Fig. 1: routed clock nets over the placement
The bar under the picture is 200 µm long.
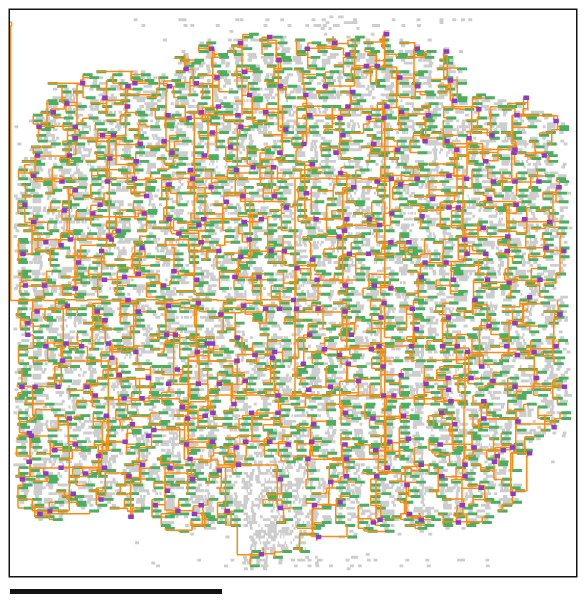
Fig. 2: clock wiring as the flow saved it
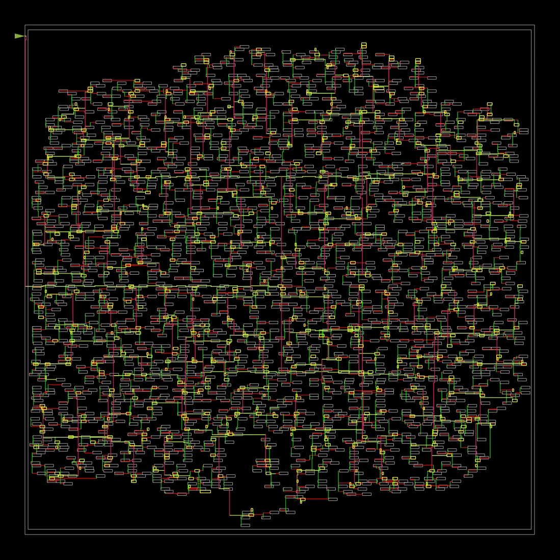
==> config.mk <==
export PLATFORM = sky130hd
export DESIGN_NAME = regfile_scoreboard_flat
export DESIGN_NICKNAME = d
export VERILOG_FILES = /design/src/rtl/regfile_scoreboard_if.sv /design/src/rtl/regfile_scoreboard.sv /design/src/flat_wrapper.sv
export SDC_FILE = /design/constraint.sdc
export NUM_CORES = 2
export LEC_CHECK = 0
export CAP_MARGIN = 10
export CORE_MARGIN = 3
export CORE_UTILIZATION = 40
export CTS_BUF_LIST = sky130_fd_sc_hd__clkbuf_8
export DETAILED_ROUTE_END_ITERATION = 10
export PLACE_DENSITY_LB_ADDON = 0.15
export SYNTH_ARGS = -nofsm -noshare
export SYNTH_HDL_FRONTEND = slang
export SYNTH_SLANG_ARGS = --single-unit
==> constraint.sdc <==
create_clock -name clk -period 91 [get_ports clk]
set_clock_uncertainty 0.1 [all_clocks]
set_input_delay 13.65 -clock clk [delete_from_list [all_inputs] [get_ports clk]]
set_output_delay 13.65 -clock clk [all_outputs]
set_load 0.02 [all_outputs]
==> src/rtl/regfile_scoreboard_if.sv <==
// regfile_scoreboard_if: writeback, read, load-issue and status bundle for regfile_scoreboard
//   master: drives wr_en/wr_addr/wr_data, rd_addr, ld_issue/ld_dest; sees rd_data, rd_busy, pend_cnt, dbl_err
//   slave : the register file side of the same signals
interface regfile_scoreboard_if #(
    parameter int WIDTH = 64,
    parameter int NREGS = 32,
    parameter int NREAD = 2
);
    localparam int AW = $clog2(NREGS);
    logic                   wr_en;
    logic [AW-1:0]          wr_addr;
    logic [WIDTH-1:0]       wr_data;
    logic [NREAD*AW-1:0]    rd_addr;
    logic [NREAD*WIDTH-1:0] rd_data;
    logic [NREAD-1:0]       rd_busy;
    logic                   ld_issue;
    logic [AW-1:0]          ld_dest;
    logic [AW:0]            pend_cnt;
    logic                   dbl_err;
    modport master (
        output wr_en, wr_addr, wr_data, rd_addr, ld_issue, ld_dest,
        input  rd_data, rd_busy, pend_cnt, dbl_err
    );
    modport slave (
        input  wr_en, wr_addr, wr_data, rd_addr, ld_issue, ld_dest,
        output rd_data, rd_busy, pend_cnt, dbl_err
    );
endinterface

==> src/rtl/regfile_scoreboard.sv <==
// regfile_scoreboard: multi-read register file with per-register load-pending scoreboard
//   clk   : rising-edge clock
//   reset : asynchronous active-high reset (clears registers, busy bits, pend_cnt, dbl_err)
//   bus   : slave side of regfile_scoreboard_if (writeback, combinational reads, load issue, status)
//   Register NREGS-1 is hardwired to zero and never busy.
//   Optional REGFILE_BYPASS_EN: same-cycle writeback data/busy forwarding onto the read ports.
module regfile_scoreboard #(
    parameter int WIDTH = 64,
    parameter int NREGS = 32,
    parameter int NREAD = 2
) (
    input  logic                 clk,
    input  logic                 reset,
    regfile_scoreboard_if.slave  bus
);
    localparam int AW = $clog2(NREGS);
    localparam logic [AW-1:0] ZREG = AW'(NREGS - 1);

    logic [WIDTH-1:0] r_regs [NREGS];
    logic [NREGS-1:0] r_busy;
    logic [AW:0]      r_pend;
    logic             r_dbl;

    logic             w_set;
    logic             w_we;
    logic             w_dbl;
    logic [NREGS-1:0] w_busy_nxt;
    logic [AW:0]      w_cnt;

    assign w_set = bus.ld_issue && bus.ld_dest != ZREG;
    assign w_we  = bus.wr_en && bus.wr_addr != ZREG;
    // a same-cycle writeback to the target makes the re-issue legal
    assign w_dbl = w_set && r_busy[bus.ld_dest] && !(bus.wr_en && bus.wr_addr == bus.ld_dest);

    // clear first so a same-register set overrides it; the count is taken from the new vector
    // so it can never drift or wrap
    always_comb begin
        w_busy_nxt = r_busy;
        if (bus.wr_en)
            w_busy_nxt[bus.wr_addr] = 1'b0;
        if (w_set)
            w_busy_nxt[bus.ld_dest] = 1'b1;
        w_cnt = '0;
        for (int i = 0; i < NREGS; i++)
            w_cnt = w_cnt + (AW+1)'(w_busy_nxt[i]);
    end

    always_ff @(posedge clk or posedge reset) begin
        if (reset) begin
            for (int i = 0; i < NREGS; i++)
                r_regs[i] <= '0;
            r_busy <= '0;
            r_pend <= '0;
            r_dbl  <= 1'b0;
        end else begin
            if (w_we)
                r_regs[bus.wr_addr] <= bus.wr_data;
            r_busy <= w_busy_nxt;
            r_pend <= w_cnt;
            r_dbl  <= r_dbl | w_dbl;
        end
    end

    for (genvar k = 0; k < NREAD; k++) begin : g_rd
        logic [AW-1:0]    w_ra;
        logic [WIDTH-1:0] w_base;
        assign w_ra   = bus.rd_addr[k*AW +: AW];
        assign w_base = (w_ra == ZREG) ? '0 : r_regs[w_ra];
`ifdef REGFILE_BYPASS_EN
        logic w_hit;
        assign w_hit = bus.wr_en && bus.wr_addr == w_ra && w_ra != ZREG;
        assign bus.rd_data[k*WIDTH +: WIDTH] = w_hit ? bus.wr_data : w_base;
        // forwarded busy is the post-edge value: cleared by the writeback unless re-set by a load
        assign bus.rd_busy[k] = w_hit ? (bus.ld_issue && bus.ld_dest == w_ra) : r_busy[w_ra];
`else
        assign bus.rd_data[k*WIDTH +: WIDTH] = w_base;
        assign bus.rd_busy[k] = r_busy[w_ra];
`endif
    end

    assign bus.pend_cnt = r_pend;
    assign bus.dbl_err  = r_dbl;
endmodule
==> src/flat_wrapper.sv <==
// flat-port wrapper written by rule: the top's interface ports become plain ports
module regfile_scoreboard_flat 
#(
    parameter int WIDTH = 64,
    parameter int NREGS = 32,
    parameter int NREAD = 2
)
  (clk, reset, bus_wr_en, bus_wr_addr, bus_wr_data, bus_rd_addr, bus_ld_issue, bus_ld_dest, bus_rd_data, bus_rd_busy, bus_pend_cnt, bus_dbl_err);
  regfile_scoreboard_if #(.WIDTH(WIDTH), .NREGS(NREGS), .NREAD(NREAD)) bus_i ();
  input  logic clk;
  input  logic reset;
  input wire logic [$bits(bus_i.wr_en)-1:0] bus_wr_en;
  input wire logic [$bits(bus_i.wr_addr)-1:0] bus_wr_addr;
  input wire logic [$bits(bus_i.wr_data)-1:0] bus_wr_data;
  input wire logic [$bits(bus_i.rd_addr)-1:0] bus_rd_addr;
  input wire logic [$bits(bus_i.ld_issue)-1:0] bus_ld_issue;
  input wire logic [$bits(bus_i.ld_dest)-1:0] bus_ld_dest;
  output wire logic [$bits(bus_i.rd_data)-1:0] bus_rd_data;
  output wire logic [$bits(bus_i.rd_busy)-1:0] bus_rd_busy;
  output wire logic [$bits(bus_i.pend_cnt)-1:0] bus_pend_cnt;
  output wire logic [$bits(bus_i.dbl_err)-1:0] bus_dbl_err;
  assign bus_i.wr_en = bus_wr_en;
  assign bus_i.wr_addr = bus_wr_addr;
  assign bus_i.wr_data = bus_wr_data;
  assign bus_i.rd_addr = bus_rd_addr;
  assign bus_i.ld_issue = bus_ld_issue;
  assign bus_i.ld_dest = bus_ld_dest;
  assign bus_rd_data = bus_i.rd_data;
  assign bus_rd_busy = bus_i.rd_busy;
  assign bus_pend_cnt = bus_i.pend_cnt;
  assign bus_dbl_err = bus_i.dbl_err;
  regfile_scoreboard #(.WIDTH(WIDTH), .NREGS(NREGS), .NREAD(NREAD)) u_core (.clk(clk), .reset(reset), .bus(bus_i));
endmodule
==> run summary <==
Implementation progress

The run finished with clean final reports. Summing every instance area after synthesis gives 111000 µm². Yosys reports a chip area of between 100000 and 150000 µm². The clock slew at the register clock pins of the worst setup and hold paths stands at 0.06 ns.

The final-report max-slew violation count stands at 0. Per STA, the worst path is made up of buf_8 > buf_4 > buf_4 > buf_4 > buf_4 > mux4_2 > a22oi_1 > a21oi_1 > a21boi_0 > clkdlybuf4s50_1. met2 is the most crowded layer. According to the timing report, the critical path is launched from bus_rd_addr[0].

The number of nets in the finished design stands at 7995. Summed over all routing layers, the global router reports a total usage of 0.2708. Per STA, the highest per-stage delay on the worst path measures around 0.98 ns. The vias per cell stands at 6.268. The area growth from synthesis to layout stands at 10.68%. The total count of hold-check failures in the final report stands at 0. The number of fillers in the final layout stands at 24748. The number of sinks on the clock net stands at 2087. The global-route wire length before repair stands at 567300 µm. By count the netlist is led by 2087 x sky130_fd_sc_hd__dfrtp_1, 1778 x sky130_fd_sc_hd__mux2_2, 781 x sky130_fd_sc_hd__mux4_2, 621 x sky130_fd_sc_hd__nand2_1. The fmax stands at 29.36 MHz.

For this run the top cell type by instance count after synthesis was sky130_fd_sc_hd__dfrtp_1. The post-route fraction of the period consumed by the critical path stands at 0.3743. For the worst min-delay path, the startpoint reported by OpenROAD is u_core.r_regs[28]$_DFFE_PP0P_.

The script extracted a total leakage power of between 50 and 60 nW. The final standard cell utilization of the core stands at 0.4471. Data on the critical path is required at its endpoint by 77.25 ns. The count of cells in the finished layout, fillers not included, comes to ~12000. The first-pass detailed-route iteration total stands at 6. For this design, the slowest cell found on the critical path is sky130_fd_sc_hd__buf_4.

TritonCTS built the clock tree. The proportion of layout cells with a drive suffix above 1 stands at 0.4094. A synthesized cell averages 13.88 µm². The yosys synthesis warning count stands at 0. Setup repair after global routing left no endpoint under its margin. The global routing report lists met2 layer usage as 0.4442. The data arrival time reported for the critical path is 20.32 ns.

The count of buffers added on input and output ports is between 200 and 250. According to the floorplan report, the die height is 532.8 µm. After clock tree synthesis, the repair step resized 0 gates. The wire length recorded after detailed routing is 391800 µm.

In the post-synthesis netlist, the biggest area contributors are sky130_fd_sc_hd__dfrtp_1 47%, sky130_fd_sc_hd__mux2_2 18%, sky130_fd_sc_hd__mux4_2 16%, sky130_fd_sc_hd__mux2i_1 4.7%, sky130_fd_sc_hd__nand2_1 2.1%. Per the timing report, the biggest fanout along the worst path comes to 58. The number of antenna violations at the first check in global routing was 20. The floorplan core density stands at 0.4039.

Dividing the detail-routed wire length by the instance count gives 33.06 µm. The site row count stands at roughly 190. The width of the die stands at 532.8 µm.

Detailed routing inserted a total of 74296 vias. The total tool warning count stands at 43. CTS built an H-tree with a depth of 5.

The via count of the first global-routing pass stands at roughly 78000. The slew check shows that the tightest pin keeps a relative margin of 0.09801. The cell family contributing the most delay on the critical path is buffers and inverters. The async set or reset register ratio after synthesis stands at 1.000. The worst IR drop on VDD stands at 0.03383 mV. The share of Yosys cell area claimed by the top area cell type stands at 0.4704. The global routing usage on met3 stands at 0.04173. STA classifies the critical path startpoint as an input port. Per STA, the library cell used most along the worst path is sky130_fd_sc_hd__buf_4. In this run the post-CTS setup repair buffer count came out at 0. The last weighted congestion value of the routability-driven placer stands at about 0.80.

The number of buffers inserted for hold repair after clock tree synthesis stands at 0. The largest total area in the synthesized netlist belongs to sky130_fd_sc_hd__dfrtp_1. The DRC violation total left in the routed layout is recorded as 0. The final-report setup violation count stands at 0. The slew at the pin closest to its max-slew limit stands at between 1 and 1.5 ns.

The total area inside the core boundary comes to 274800 µm². The shortest clock period the worst path allows after layout stands at roughly 34 ns. In this run the count of I/O pins placed on the die edge is 225. The maximum clock insertion buffer count stands at 4.

Total power normalized to cell area comes to 22.99 nW/µm². The worst hold path belongs to the class reg2reg. STA classifies the critical path endpoint as an output port. The number of DRC markers after the initial detailed-route iteration stands at 6473. For this run, the register share of the synthesized area comes to 0.4704.

Looking at the clock tree report, the root buffer type is sky130_fd_sc_hd__clkbuf_8. STA lists the startpoint of the worst register-to-register path as u_core.r_busy[1]$_DFF_PP0_. The chip area stands at 283900 µm². The flip-flop and latch count after synthesis stands at 2087. The number of nets at floorplan stands at 8120. The count of nets left with antenna violations once routing finished came out at 0. The number of flops mapped to enable cells by yosys stands at 0.

Setup total negative slack on the finished layout was measured at 0 ns. Counting every instance in the synthesized netlist gives 8000. The synthesized netlist was found by Yosys to have 8000 cells. The most used flip-flop cell after synthesis is sky130_fd_sc_hd__dfrtp_1. The critical path contains buffers and inverters numbering 6 combined. The global routing usage on met1 stands at 0.3630.

After global routing the overflow that remains totals 0. Entering global routing, the biggest net connects approximately 180 pins. The number of maximum-capacitance violations stands at 0.

The distinct cell type count of the synthesized netlist stands at approximately 65. The detailed-placement wirelength estimate stands at 206800 µm. The critical path is of the in2out type.

The post-placement cell area is 115300 µm². The detailed placer reported the number of placed instances as 11177. The finished layout cell area stands at 122900 µm².
About Fig. 1:
legend:
  flip-flops:
    color: green
    count: 2087
  clock wires:
    color: orange
    length: 31.7 mm
  clock drivers:
    color: purple
    count: 381
routed clock nets: 382
Clk network pwr share: 0.316
power in the clock group: 0.000893 W

About Fig. 2:
total number of sequential cells: 2087
clock network latency to the later pin of the worst-skew pair: 1.02 ns
number of buffers created by CTS: 381
Clock Buffer Count: 480

==> cell type report <==
class | count | area [µm²] | share of cell area
multi-input combinational | 4946 | 54500 | 0.4436
sequential | 2087 | 52230 | 0.4250
clock buffer | 480 | 6606 | 0.05377
tap | 3686 | 4612 | 0.03754
timing repair buffer | 409 | 3817 | 0.03107
clock inverter | 186 | 885.9 | 0.007210
inverter | 50 | 195.2 | 0.001589
antenna | 9 | 22.52 | 0.0001833
==> where the power goes <==
| part | internal, W | switching, W | total (W) | leakage [nW] |
|---|---|---|---|---|
| combinational | 0.000378 | 0.000315 | 0.000693 | 23.2 |
| sequential | 0.00111 | 0.000129 | 0.00124 | 26.8 |
| clock | 0.000480 | 0.000413 | 0.000893 | 4.37 |
| total | 0.00197 | 0.000857 | 0.00282 | 54.4 |
==> metal layers <==
| metal | share of wire | wire [µm] |
|---|---|---|
| met3 | 0.059 | 23260 |
| met1 | 0.42 | 164400 |
| met2 | 0.48 | 188200 |
| met5 | 0.00018 | 69 |
| met4 | 0.041 | 15940 |
==> sequential cells by signal, indices dropped and copies added (netlist names) <==
name                 cells
u_core.bus.dbl_err       1
u_core.bus.pend_cnt      6
u_core.r_busy           32
u_core.r_regs         2048
==> cells in the final DEF (no fill, tap or decap), drive strengths merged, types with 8 or more instances in the layout <==
cell type / n
buf: 190
a22oi: 205
o221ai: 123
nor2: 30
inv: 184
dfrtp: 2087
a21boi: 62
clkbuf: 481
a211oi: 65
o22ai: 130
o21ai: 81
nand3b: 10
diode: 9
nand2: 621
clkinvlp: 8
mux4: 782
nor3b: 10
fa: 24
a211o: 61
mux2: 1804
nor3: 8
ha: 8
mux2i: 521
clkinv: 41
a21oi: 250
a22o: 73
nand3: 10
clkdlybuf4s50: 218
==> final timing paths <==
check	end	slack, ns	cells past startpoint
min reg2reg	u_core.r_regs[28]$_DFFE_PP0P_	0.30	0
max reg2reg	u_core.bus.pend_cnt[4]$_DFF_PP0_	85.46	18
max	bus_rd_data[48]	56.93	10
min in group asynchronous	u_core.r_regs[1417]$_DFFE_PP0P_	13.15	2
max in group asynchronous	u_core.r_regs[1386]$_DFFE_PP0P_	72.47	8
min	u_core.r_regs[28]$_DFFE_PP0P_	0.30	0
==> logic make-up (layout without fill, tap and decap cells) <==
group                      count (synthesis)  after routing  synth area share
buffers and inverters                    967           1125           0.04130
AOI/OAI and AO/OA                       1077           1077           0.06728
xor gates and xnor gates                   8              8         0.0006312
DFF                                     2087           2087            0.4704
and+or+nand+nor                          722            722           0.02646
muxes                                   3107           3107            0.3887
other                                      0              9                 0
adders and majority gates                 32             32          0.005230
==> stage by stage <==
stage	worst slack (ns)	hold WS, ns	power (W)
2_1_floorplan	18.29	0.3398	0.001763
3_3_place_gp	56.96	0.2780	0.001914
3_5_place_dp	56.97	0.2865	0.001945
4_1_cts	56.95	0.2985	0.002845
5_1_grt	56.60	0.3096	0.002972
6_report	56.93	0.2989	0.002825
Power is estimated from default activity; no workload was simulated.
